layer_met1.png
Cells faint in the background.
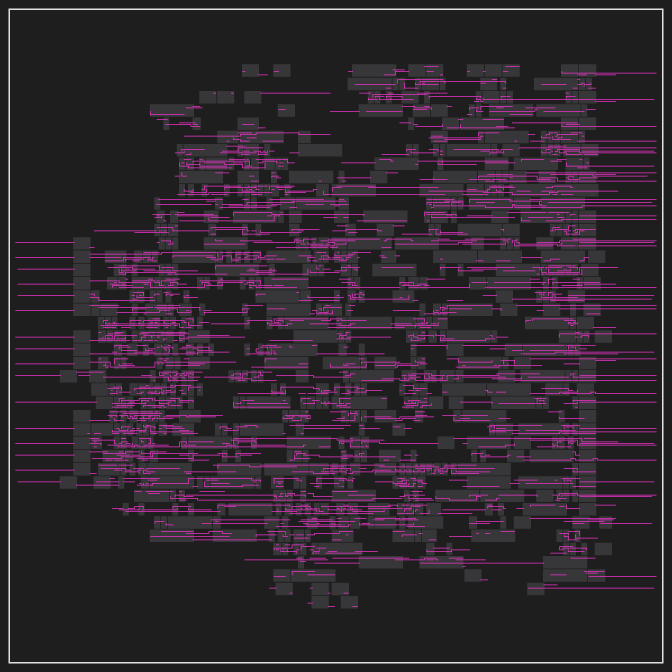
layer_met2.png
The bar under the picture is 50 microns long.
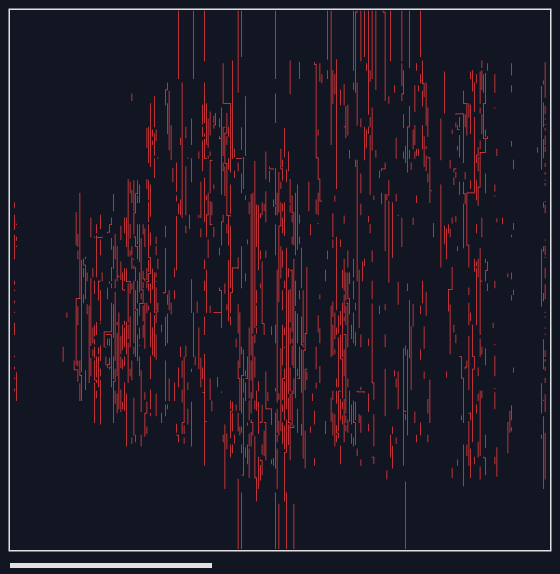
layer_met3.png
The bar under the picture is 50 microns long.
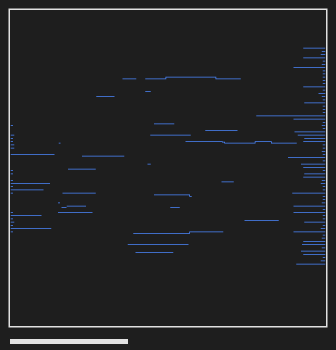
$ cat config.mk
export PLATFORM = sky130hd
export DESIGN_NAME = imem_load_ctrl
export DESIGN_NICKNAME = d
export VERILOG_FILES = /design/src/rtl/imem_load_ctrl.sv
export SDC_FILE = /design/constraint.sdc
export NUM_CORES = 1
export LEC_CHECK = 0
export ABC_AREA = 1
export CAP_MARGIN = 0
export CORE_MARGIN = 10
export CORE_UTILIZATION = 35
export CTS_CLUSTER_SIZE = 10
export DETAILED_ROUTE_END_ITERATION = 10
export GPL_ROUTABILITY_DRIVEN = 0
export HOLD_SLACK_MARGIN = 0.1
export PLACE_DENSITY = 0.61
export SLEW_MARGIN = 10
export SYNTH_ARGS = -nofsm -noshare
export SYNTH_HDL_FRONTEND = slang
export SYNTH_SLANG_ARGS = --single-unit
$ cat constraint.sdc
create_clock -name clock -period 5.7 [get_ports clock]
set_input_delay 0.57 -clock clock [delete_from_list [all_inputs] [get_ports clock]]
set_output_delay 0.57 -clock clock [all_outputs]
set_load 0.02 [all_outputs]
$ cat src/rtl/imem_load_ctrl.sv
// Instruction-memory program loader: takes a (base, count) load command, streams
// host words over valid/ready into the imem write port and stalls fetch meanwhile.
module imem_load_ctrl #(
    parameter int ADDR_WIDTH = 10,
    parameter int DATA_WIDTH = 32,
    parameter int DATA_DEPTH = 1024
) (
    input  logic                  clock,
    input  logic                  reset_n,
    input  logic                  start,
    input  logic [ADDR_WIDTH-1:0] base_addr,
    input  logic [ADDR_WIDTH:0]   word_count,
    input  logic                  abort,
    input  logic                  in_valid,
    input  logic [DATA_WIDTH-1:0] in_data,
    output logic                  in_ready,
    output logic                  imem_wren,
    output logic [ADDR_WIDTH-1:0] imem_wraddr,
    output logic [DATA_WIDTH-1:0] imem_wrdata,
    output logic                  core_stall,
    output logic                  done,
    output logic                  load_error,
    output logic [ADDR_WIDTH:0]   words_written
);

    typedef enum logic [1:0] {
        IDLE  = 2'd0,
        LOAD  = 2'd1,
        DRAIN = 2'd2,
        DONE  = 2'd3
    } state_t;

    localparam logic [ADDR_WIDTH+1:0] DEPTH_EXT = (ADDR_WIDTH+2)'(DATA_DEPTH);

    state_t                state;
    logic [ADDR_WIDTH-1:0] base_q;
    logic [ADDR_WIDTH:0]   count_q;

    logic [ADDR_WIDTH+1:0] load_end;
    logic [ADDR_WIDTH:0]   next_written;
    logic                  accept;
    logic                  last_word;

    // Two extra bits so base+count can never overflow before the range compare.
    assign load_end     = {2'b00, base_addr} + {1'b0, word_count};
    assign in_ready     = (state == LOAD) && !abort;
    assign accept       = in_valid && in_ready;
    assign next_written = words_written + 1'b1;
    assign last_word    = (next_written == count_q);

    // NOTE: all state below is sequential, so every assignment is non-blocking;
    // mixing in blocking assignments here would create ordering-dependent races.
    always_ff @(posedge clock or negedge reset_n) begin
        if (!reset_n) begin
            state         <= IDLE;
            base_q        <= '0;
            count_q       <= '0;
            imem_wren     <= 1'b0;
            imem_wraddr   <= '0;
            imem_wrdata   <= '0;
            core_stall    <= 1'b0;
            done          <= 1'b0;
            load_error    <= 1'b0;
            words_written <= '0;
        end else begin
            // NOTE: one-cycle pulses get a default of 0 at the top so that no
            // branch can leave them stuck high.
            imem_wren <= 1'b0;
            done      <= 1'b0;

            case (state)
                IDLE: begin
                    if (start) begin
                        base_q        <= base_addr;
                        count_q       <= word_count;
                        words_written <= '0;
                        load_error    <= 1'b0;
                        core_stall    <= 1'b1;
                        if (load_end > DEPTH_EXT) begin
                            load_error <= 1'b1;
                            done       <= 1'b1;
                            state      <= DONE;
                        end else if (word_count == '0) begin
                            done  <= 1'b1;
                            state <= DONE;
                        end else begin
                            state <= LOAD;
                        end
                    end
                end

                LOAD: begin
                    if (abort) begin
                        // A write accepted last cycle is already on the port and completes.
                        load_error <= 1'b1;
                        done       <= 1'b1;
                        state      <= DONE;
                    end else if (accept) begin
                        imem_wren     <= 1'b1;
                        imem_wraddr   <= base_q + words_written[ADDR_WIDTH-1:0];
                        imem_wrdata   <= in_data;
                        words_written <= next_written;
                        if (last_word) begin
                            state <= DRAIN;
                        end
                    end
                end

                DRAIN: begin
                    done  <= 1'b1;
                    state <= DONE;
                end

                DONE: begin
                    core_stall <= 1'b0;
                    state      <= IDLE;
                end

                default: begin
                    state <= IDLE;
                end
            endcase
        end
    end

endmodule
==> metrics.cfg <==
[cts]
cts_sinks=80
cts_buffer_depth=2
numCtsBuffers=9
post_cts_resized=0

[detailed_routing]
drt-wirelength-per-cell_microns=14.05
drc=0
viasPerCell=4.681

[worst_hold_path]
hold_class=input port to async pin

[placed_design]
hpwl_mm=9.716

[synth]
top_cells_by_count=nand2_1 (266), dfrtp_1 (80), inv_1 (59), nand3_1 (35), nor2_1 (26)
synth_cells=599
synth_flops=80
synth.net_count=683
ys_async_sr_fraction_pct=100.0
top_area_cell=dfrtp_1
ys_seq_share_pct=44.44
yosys_warnings=0

[sta]
fin_crit_ps=2691
worstMarginPinSlew_ps=1014
fmax_mhz=371.6
grt_setup_unrepaired=no

[power_and_ir_drop]
power.total_mw=2.740
power_density_nw_per_um2=447.5

[critical_path]
critPathMaxStageDelay_ps=510
worst_r2r_endpoint=words_written[9]$_DFFE_PN0P_
cp.arrival_ps=2920
ff2ff_setup_slack_ps=3310
crit_required_ps=5930

[grt]
grt_max_degree=81
grt_first_pass_wirelength_mm=20.98
grtUsageTotal_pct=14.37
grt_overflow_total=0

[flow_run]
warning_count=29

[floorplan]
coreArea_sq_um=12620
ios=116

[status]
status=completed

-- layer_met1.png (at the start) --
nets with wire on the layer: 740
longest straight run: 35.9 microns
met1 Usage GRT: 19.77%
Vias: 4161

-- layer_met2.png (at the start) --
longest straight run: 41.1 microns
main direction: vertical
wire length on this layer: 5260 microns

-- layer_met3.png (at the start) --
main direction: horizontal
nets with wire on the layer: 105
wire length on this layer: 753 microns
share of all routed wire: 6.0%

## power by group
group | switching (mW) | total (mW) | internal (mW)
Combinational | 0.685 | 1.21 | 0.528
Clock | 0.229 | 0.581 | 0.351
Sequential | 0.149 | 0.947 | 0.798
## state kept, by name (all words and copies together) (netlist names)
name and cells:
imem_wren 1, done 1, count_q 11, words_written 11, imem_wraddr 10, core_stall 1
load_error 1, base_q 10, state 2, imem_wrdata 32
## worst max-delay path by stage
| stage | from | end | slack, ps | depth (start not counted) |
|---|---|---|---|---|
| 4_1_cts | state[1]$_DFFE_PN0P_ | in_ready | 2990 | 5 |
| 3_5_place_dp | word_count[0] | state[1]$_DFFE_PN0P_ | 2680 | 16 |
| 5_1_grt | word_count[0] | state[1]$_DFFE_PN0P_ | 2590 | 18 |
| 6_report | word_count[0] | state[1]$_DFFE_PN0P_ | 3010 | 16 |
| 3_3_place_gp | word_count[0] | state[1]$_DFFE_PN0P_ | 2800 | 18 |
| 2_1_floorplan | base_addr[0] | state[1]$_DFFE_PN0P_ | 3500 | 15 |
## cell usage in the layout, fill, tap and decap left out, drive strengths merged
cell type,count
nor4,2
o22ai,10
xnor2,3
clkdlybuf4s50,114
a21o,1
a41oi,1
clkinvlp,4
nor2,29
clkinv,1
inv,61
fa,2
o2111ai,1
buf,2
o211ai,1
nand4,8
bufinv,1
a21boi,1
o21bai,1
clkbuf,10
a21oi,17
nand3,35
nor3,1
dfrtp,80
or2,3
nand3b,3
xnor3,1
xor2,6
o21ai,24
ha,24
nand2,270
## logic make-up (layout without fill, tap and decap cells)
logic type,after synthesis,in the layout,share of synthesized area [%]
buffers and inverters,75,193,6.444
flip-flops,80,80,44.44
AND/OR/NAND/NOR,351,351,32.06
XOR/XNOR,10,10,2.250
AND-OR/OR-AND,57,57,7.250
adder cells (fa/ha/maj),26,26,7.556
## layer usage
layer	track usage, %	share of wire, %	up-vias
li1	-	-	2127
met1	19.77	51	1894
met2	21.42	42	131
met3	4.135	6.0	9
met4	3.990	1.0	0
met5	0	0	-
## stage by stage
| stage | instances | util, % | instance area, sq um | setup WS, ps |
|---|---|---|---|---|
| after floorplan | 599 | - | 4504 | 3505 |
| after global placement | 873 | 46.07 | 5814 | 2801 |
| after detailed placement | 873 | 46.07 | 5814 | 2675 |
| after CTS | 889 | 48.51 | 6122 | 2991 |
| after global routing | 889 | 48.51 | 6122 | 2586 |
| final | 889 | 48.51 | 6122 | 3009 |
## area by class of cell
class	count	area share (%)
clock buffer	10	3.904
clock inverter	6	1.124
inverter	61	3.740
multi-input combinational	444	36.13
sequential	80	32.70
tap	172	3.515
timing repair buffer	116	18.88
Power and IR drop assume default switching activity.
